--- src/rtl/half_adder_pkg.sv ---
// Shared types and helpers for the half_adder slice: lane result struct and the
// single-lane evaluation function used by half_adder_lane.
package half_adder_pkg;

    localparam int HA_MAX_WIDTH     = 64;
    localparam int HA_DEFAULT_CNT_W = 16;

    typedef struct packed {
        logic s;
        logic c;
    } ha_lane_t;

    // Plain XOR/AND so an X on either input shows up in the result rather than being masked.
    function automatic ha_lane_t ha_eval(input logic a, input logic b);
        ha_lane_t r;
        r.s = a ^ b;
        r.c = a & b;
        return r;
    endfunction

endpackage

--- src/rtl/half_adder_lane.sv ---
// One-bit combinational half-adder cell; the top level replicates it once per lane.
module half_adder_lane
    import half_adder_pkg::*;
(
    input  logic a,
    input  logic b,
    output logic s,
    output logic c
);

    ha_lane_t res;

    assign res = ha_eval(a, b);
    assign s   = res.s;
    assign c   = res.c;

endmodule

--- src/rtl/half_adder.sv ---
// Bit-parallel half adder with zero-latency outputs plus a one-cycle registered copy.
// Define HALF_ADDER_STATS_EN to add saturating op_count/carry_count statistics.
module half_adder
    import half_adder_pkg::*;
#(
    parameter int WIDTH = 1,
    parameter int CNT_W = HA_DEFAULT_CNT_W
) (
    input  logic             clk,
    input  logic             rst,
    input  logic             in_valid,
    input  logic [WIDTH-1:0] a,
    input  logic [WIDTH-1:0] b,
    output logic [WIDTH-1:0] sum,
    output logic [WIDTH-1:0] carry,
    output logic [WIDTH-1:0] sum_q,
    output logic [WIDTH-1:0] carry_q,
    output logic             out_valid
`ifdef HALF_ADDER_STATS_EN
    ,
    output logic [CNT_W-1:0] carry_count,
    output logic [CNT_W-1:0] op_count
`endif
);

    // Lanes are fully independent: no carry is chained between neighbours.
    for (genvar i = 0; i < WIDTH; i++) begin : g_lane
        half_adder_lane u_lane (
            .a (a[i]),
            .b (b[i]),
            .s (sum[i]),
            .c (carry[i])
        );
    end

    // Data registers hold their contents on idle cycles; only the valid flag drops.
    always_ff @(posedge clk) begin
        if (rst) begin
            sum_q     <= '0;
            carry_q   <= '0;
            out_valid <= 1'b0;
        end else begin
            out_valid <= in_valid;
            if (in_valid) begin
                sum_q   <= sum;
                carry_q <= carry;
            end
        end
    end

`ifdef HALF_ADDER_STATS_EN
    // Counters stick at all-ones instead of wrapping so long runs stay meaningful.
    always_ff @(posedge clk) begin
        if (rst) begin
            op_count    <= '0;
            carry_count <= '0;
        end else if (in_valid) begin
            if (op_count != '1) begin
                op_count <= op_count + CNT_W'(1);
            end
            if ((|carry) && (carry_count != '1)) begin
                carry_count <= carry_count + CNT_W'(1);
            end
        end
    end
`endif

endmodule

--- config.mk ---
export PLATFORM = sky130hd
export DESIGN_NAME = half_adder
export DESIGN_NICKNAME = d
export VERILOG_FILES = /design/src/rtl/half_adder_pkg.sv /design/src/rtl/half_adder_lane.sv /design/src/rtl/half_adder.sv
export SDC_FILE = /design/constraint.sdc
export NUM_CORES = 1
export LEC_CHECK = 0
export CAP_MARGIN = 10
export CORE_AREA = 5 5 42 44
export CTS_BUF_LIST = sky130_fd_sc_hd__clkbuf_16
export DETAILED_ROUTE_END_ITERATION = 12
export DIE_AREA = 0 0 47 49
export PLACE_DENSITY_LB_ADDON = 0.05
export SYNTH_ARGS = -nofsm -noshare
export SYNTH_HDL_FRONTEND = slang
export SYNTH_HIERARCHICAL = 1
export SYNTH_SLANG_ARGS = --single-unit
--- constraint.sdc ---
create_clock -name clk -period 0.8 [get_ports clk]
set_input_delay 0.2 -clock clk [delete_from_list [all_inputs] [get_ports clk]]
set_output_delay 0.2 -clock clk [all_outputs]
set_load 0.1 [all_outputs]
==> run_1/floorplan.png <==
The bar under the picture is 10 um long. Pins as bars on the die edge.
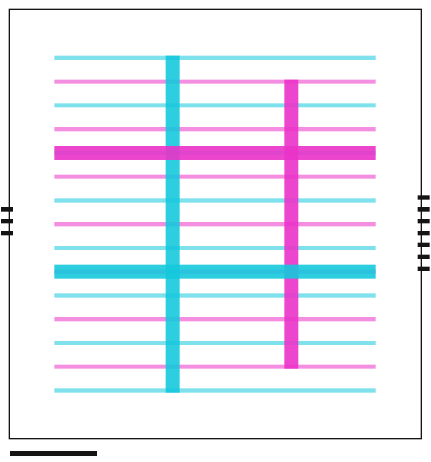
Cyan marks VSS. Magenta marks VDD.
2 straps on met5. 15 met1 rails follow the rows.

==> run_1/class_map.png <==
The bar under the picture is 10 um long.
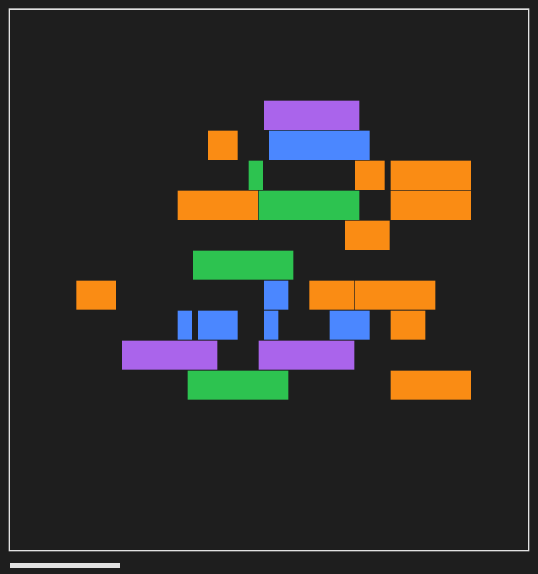
Purple marks registers, cells 3. Green marks clock drivers and dummy loads, cells 4. Orange marks remaining buffers and delay cells, cells 11. Blue marks remaining logic cells, cells 6.

==> changes_impl.md, run 1 <==
### Metrics

* Status: finished with violations
* Failing checks: negative setup slack
* Hold Path Stages at 2
* Adder share at 0.118
* Met3 usage at 0.0406
* Flip-flops with a built-in enable at 0
* DR WL/cell at 9.75 um
* WL final at 390 um
* CTS sink cnt at 3
* Syn Area/Cell at 11.8 sq um
* Clock Path Buffers at 2
* Worst Path Max Fanout at 2
* # clk buffers at 3
* Final Hold Slack at 439 ps
* Ys cells at 9
* Max stage delay on crit path at 350 ps
* Reg-to-Reg End: carry_q$_SDFFE_PP0P_
* Seq area share at 0.185
* Pre-CTS WS at -534 ps
* P_clk at 764 uW
* Cell area after layout at 385 sq um
* Total number of vias at 124
* RSZ-0062 raised after global routing: true
* PD cells at 3080 mW/mm^2
* Detail Route Antenna Nets at 0
* Non-Clock Buffer Count at 11
* Worst Tran Pin Value at 131 ps
* RD Place Congestion at 0.594
* Syn_nets at 15
* Synth top cell by count: dfxtp_1
* Core Util, Final at 0.275
* TritonCTS Buffers at 3
* Origin of the critical flop-to-flop path: carry_q$_SDFFE_PP0P_
* Clock transition at the registers of the reported paths at 30 ps
* Final setup fails at 5
* Regs by FF count: carry_q x1, out_valid x1, sum_q x1
* Yosys stat area at 106 sq um
* CTS resizes at 11
* Compound-Gate Fraction of Synth Area at 0
* Worst setup margin at -137 ps
* Placed cell areas at 290 sq um
* Seq Cell Count at 3
* Synth top area share at 0.565
* Chip Height at 49 um
* Reg power frac at 0.138
* CP Launch Point: sum_q$_SDFFE_PP0P_
* Non-clk invs at 0
* Leak at 0.000169 uW
* Commonest Layout Cell: buf_12
* Dpl cells at 34
* WP buf/inv at 1
* CTS tree: yes
* Final hold vios at 0
* Total core area at 0.00140 sq mm
* Post-synth area hogs: dfxtp_1 56%, mux2i_1 19%, ha_1 12%, nor2_1 7.1%, nor2b_1 5.9%
* Yosys top cell by area: dfxtp_1
* Comb. cell area at 58.8 sq um
* Comb. pwr at 258 uW
* Comb_multi_in at 6
* Setup Buffers After CTS at 2
* First-pass GRT wire length at 614 um
* Slowest-stage cell, CP: dfxtp_4
* Grt met2 use at 0.0543
* Int Pwr at 905 uW
* DR WL met3 at 80 um
* Crit-path cells: buf_12
* Top Layer Used: met3
* Fraction of area in multi-input gates at 0.153
* And+or+nand+nor area frac at 0.129
* Area-dominant class: non-clock buffers
* # hold bufs at CTS at 0
* Chip width at 47 um
* I/O pins at 10
* DRT Pass-1 Iters at 2
* Top Family by Delay on Critical Path: flip-flops
* M1 wire length at 151 um
* Startpoint Class: flip-flop
* Top cells by count, synth: 3 x dfxtp_1, 2 x mux2i_1, 2 x nor2_1
* Netlist cell types at 5
* Post-Layout Cell Count at 40
* Crit path capture type: primary output
* Period utilization at 1.17
* Psw at 281 uW
* Initial antenna violation count at 0
* Hold endpoint: out_valid$_SDFF_PP0_
* PortBufs at 9
* Logic gate share of total power at 0.218
* Worst Path Arrival at 740 ps
* P_seq at 164 uW
* Row Count at 14
* Non-clock buffer share at 0.406
* Vias/cell at 3.10
* Register area at 71.3 sq um
* Worst reg2reg path depth at 2
* Most frequent cells in the layout: 5 x buf_12, 3 x dfxtp_4, 3 x clkbuf_16
* Setup Skew at 0 ps
* Overflow after GRT at 0
* Clk ins delay skew pair at 220 ps
* Max-slew violations at 0
* Cell Area, Synth at 106 sq um
* # DRC at 0
* Fillers at 152
* Overall routing resource usage at 0.0422
* Peak supply drop at 0.000878 V
* Ant diodes at 0
* Relative slew slack at 0.910
* Area Overhead vs Synth at 262%
* Vias in the first global route at 143
* CP endpoint: sum_q
* MUX share of area at 0.188
* Layout cells sized above 1 at 0.667
* Die Area at 0.00230 sq mm
* Tool warnings at 29
* Yosys warns at 6
* WP depth at 1
* Final Critical Period at 937 ps
* GRT met1 Usage at 0.0416
* Hold Crit Class: in2reg
* Clock share of power at 0.644
* Worst setup path class: reg2out
* Met2 WL post-DR at 158 um
* Critical path required time at 600 ps
* Commonest flop: dfxtp_1
* HP Start: in_valid
* Max cap viols at 0
* Power Total at 1190 uW
* Flops after synth at 3
* Switching Fraction at 0.237
* XOR/XNOR Fraction of Synth Area at 0
* Top logic family: multiplexers
* Top power group: clock
* Tap cells at 16
* Starting density of the core at 0.0759
* Final net count at 31
* Clk root buf: clkbuf_16
==> run_1/clock_wires.png <==
The bar under the picture is 10 um long.
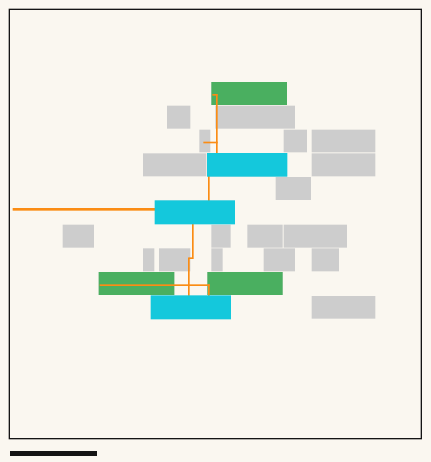
Orange marks clock wires, length 68.1 um. Green marks flip-flops, count 3. Cyan marks clock-net drivers, count 3.
There are 4 routed clock nets.

==> run 1 -> run 2 <==
--- a/config.mk
+++ b/config.mk
@@ -5,7 +5,6 @@
 export SDC_FILE = /design/constraint.sdc
 export NUM_CORES = 1
 export LEC_CHECK = 0
-export CAP_MARGIN = 10
 export CORE_AREA = 5 5 42 44
 export CTS_BUF_LIST = sky130_fd_sc_hd__clkbuf_16
 export DETAILED_ROUTE_END_ITERATION = 12
==> constraint.sdc (replaced) <==
create_clock -name clk -period 1.21 [get_ports clk]
set_input_delay 0.3025 -clock clk [delete_from_list [all_inputs] [get_ports clk]]
set_output_delay 0.3025 -clock clk [all_outputs]
set_load 0.1 [all_outputs]
==> run_2/class_map.png <==
The bar under the picture is 10 um long.
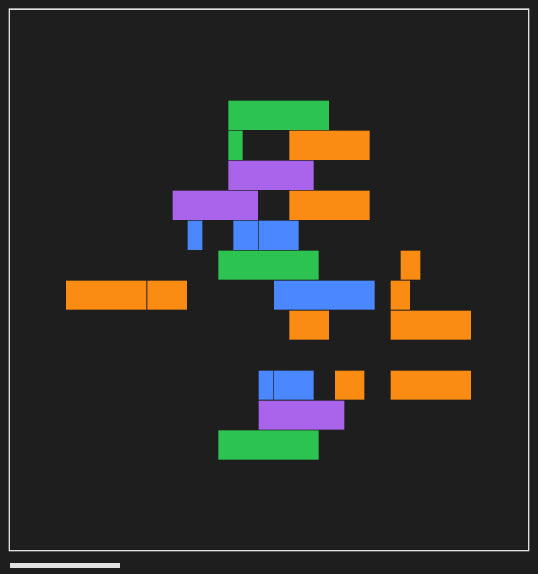
Purple marks registers, cells 3. Green marks clock drivers and dummy loads, cells 4. Blue marks remaining logic cells, cells 6. Orange marks remaining buffers and delay cells, cells 10.

==> run 2 against run 1 <==
Compared with the run above:
- non-clock buffer count shrank 1
- final cell count decreased by 2.5%
- first-iteration DRC count fell by 100%
- the flow now finishes without violations
- highest routed layer unchanged
==> changes_impl.md, run 2 <==
### Metrics

* Layout cells sized above 1 at 0.652 (-0.0145)
* Post-synth area hogs: dfxtp_1 56%, mux2i_1 19%, ha_1 12%, nor2_1 7.1%, nor2b_1 5.9%
* Syn_nets at 15 (unchanged)
* M1 wire length at 194 um (+28%)
* Top cells by count, synth: 3 x dfxtp_1, 2 x mux2i_1, 2 x nor2_1
* Origin of the critical flop-to-flop path: sum_q$_SDFFE_PP0P_
* I/O pins at 10 (unchanged)
* Peak supply drop at 0.000718 V (-18%)
* Slowest-stage cell, CP: ha_4
* Hold endpoint: sum_q$_SDFFE_PP0P_
* CTS sink cnt at 3 (unchanged)
* HP Start: a
* Grt met2 use at 0.0452 (-0.00905)
* XOR/XNOR Fraction of Synth Area at 0 (unchanged)
* RSZ-0062 raised after global routing: false
* Max-slew violations at 0 (unchanged)
* RD Place Congestion at 0.623 (+4.9%)
* Int Pwr at 596 uW (-34%)
* PortBufs at 9 (unchanged)
* Clk root buf: clkbuf_16
* Ys cells at 9 (unchanged)
* Vias in the first global route at 141 (-1.4%)
* P_seq at 112 uW (-32%)
* Startpoint Class: input port
* Netlist cell types at 5 (unchanged)
* Row Count at 14 (unchanged)
* CP Launch Point: a
* Tool warnings at 26 (-10%)
* Commonest flop: dfxtp_1
* # DRC at 0 (unchanged)
* Overflow after GRT at 0 (unchanged)
* Dpl cells at 35 (+2.9%)
* Leak at 0.000158 uW (-6.7%)
* And+or+nand+nor area frac at 0.129 (unchanged)
* Worst reg2reg path depth at 2 (unchanged)
* DR WL/cell at 9.97 um (+2.3%)
* P_clk at 516 uW (-32%)
* DR WL met3 at 52 um (-35%)
* Tap cells at 16 (unchanged)
* Comb_multi_in at 6 (unchanged)
* Non-clk invs at 0 (unchanged)
* MUX share of area at 0.188 (unchanged)
* Adder share at 0.118 (unchanged)
* CP endpoint: sum
* Syn Area/Cell at 11.8 sq um (unchanged)
* Fillers at 154 (+1.3%)
* Die Area at 0.00230 sq mm (unchanged)
* Comb. cell area at 58.8 sq um (unchanged)
* Top logic family: multiplexers
* # clk buffers at 3 (unchanged)
* Status: finished, final reports clean
* Seq Cell Count at 3 (unchanged)
* Met3 usage at 0.0332 (-0.00738)
* Chip Height at 49 um (unchanged)
* Period utilization at 0.964
* GRT met1 Usage at 0.0480 (+0.00646)
* Cell Area, Synth at 106 sq um (unchanged)
* Psw at 194 uW (-31%)
* Post-Layout Cell Count at 39 (-2.5%)
* Fraction of area in multi-input gates at 0.164 (+0.0112)
* Final hold vios at 0 (unchanged)
* Logic gate share of total power at 0.206 (-0.012)
* Ant diodes at 0 (unchanged)
* Setup Skew at 0 ps (unchanged)
* Final Hold Slack at 499 ps (+59.6 ps)
* Worst Path Arrival at 860 ps (+120 ps)
* Max cap viols at 0 (unchanged)
* WP buf/inv at 2 (+1)
* Hold Crit Class: in2reg
* CTS resizes at 8 (-3)
* Top Family by Delay on Critical Path: buffers and inverters
* Register area at 63.8 sq um (-11%)
* Synth top cell by count: dfxtp_1
* WP depth at 3 (+2)
* DRT Pass-1 Iters at 1 (-1)
* Regs by FF count: carry_q x1, out_valid x1, sum_q x1
* Vias/cell at 2.87 (-7.4%)
* Reg-to-Reg End: sum_q$_SDFFE_PP0P_
* Clock transition at the registers of the reported paths at 30 ps (about the same)
* Power Total at 790 uW (-33%)
* Core Util, Final at 0.256 (-0.0188)
* CTS tree: yes
* Crit path capture type: primary output
==> run_2/clock_wires.png <==
The bar under the picture is 10 um long.
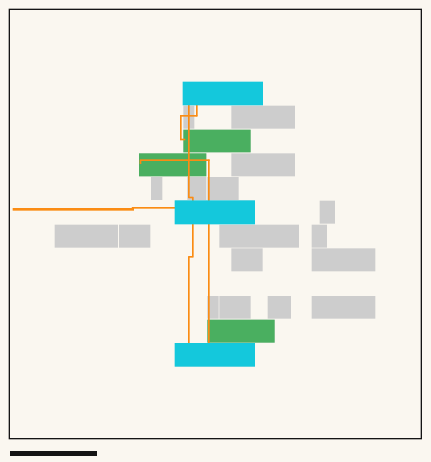
Green marks flip-flops, count 3. Cyan marks clock-net drivers, count 3. Orange marks clock wires, length 99.2 um.
There are 4 routed clock nets.

Power and IR drop assume default switching activity.
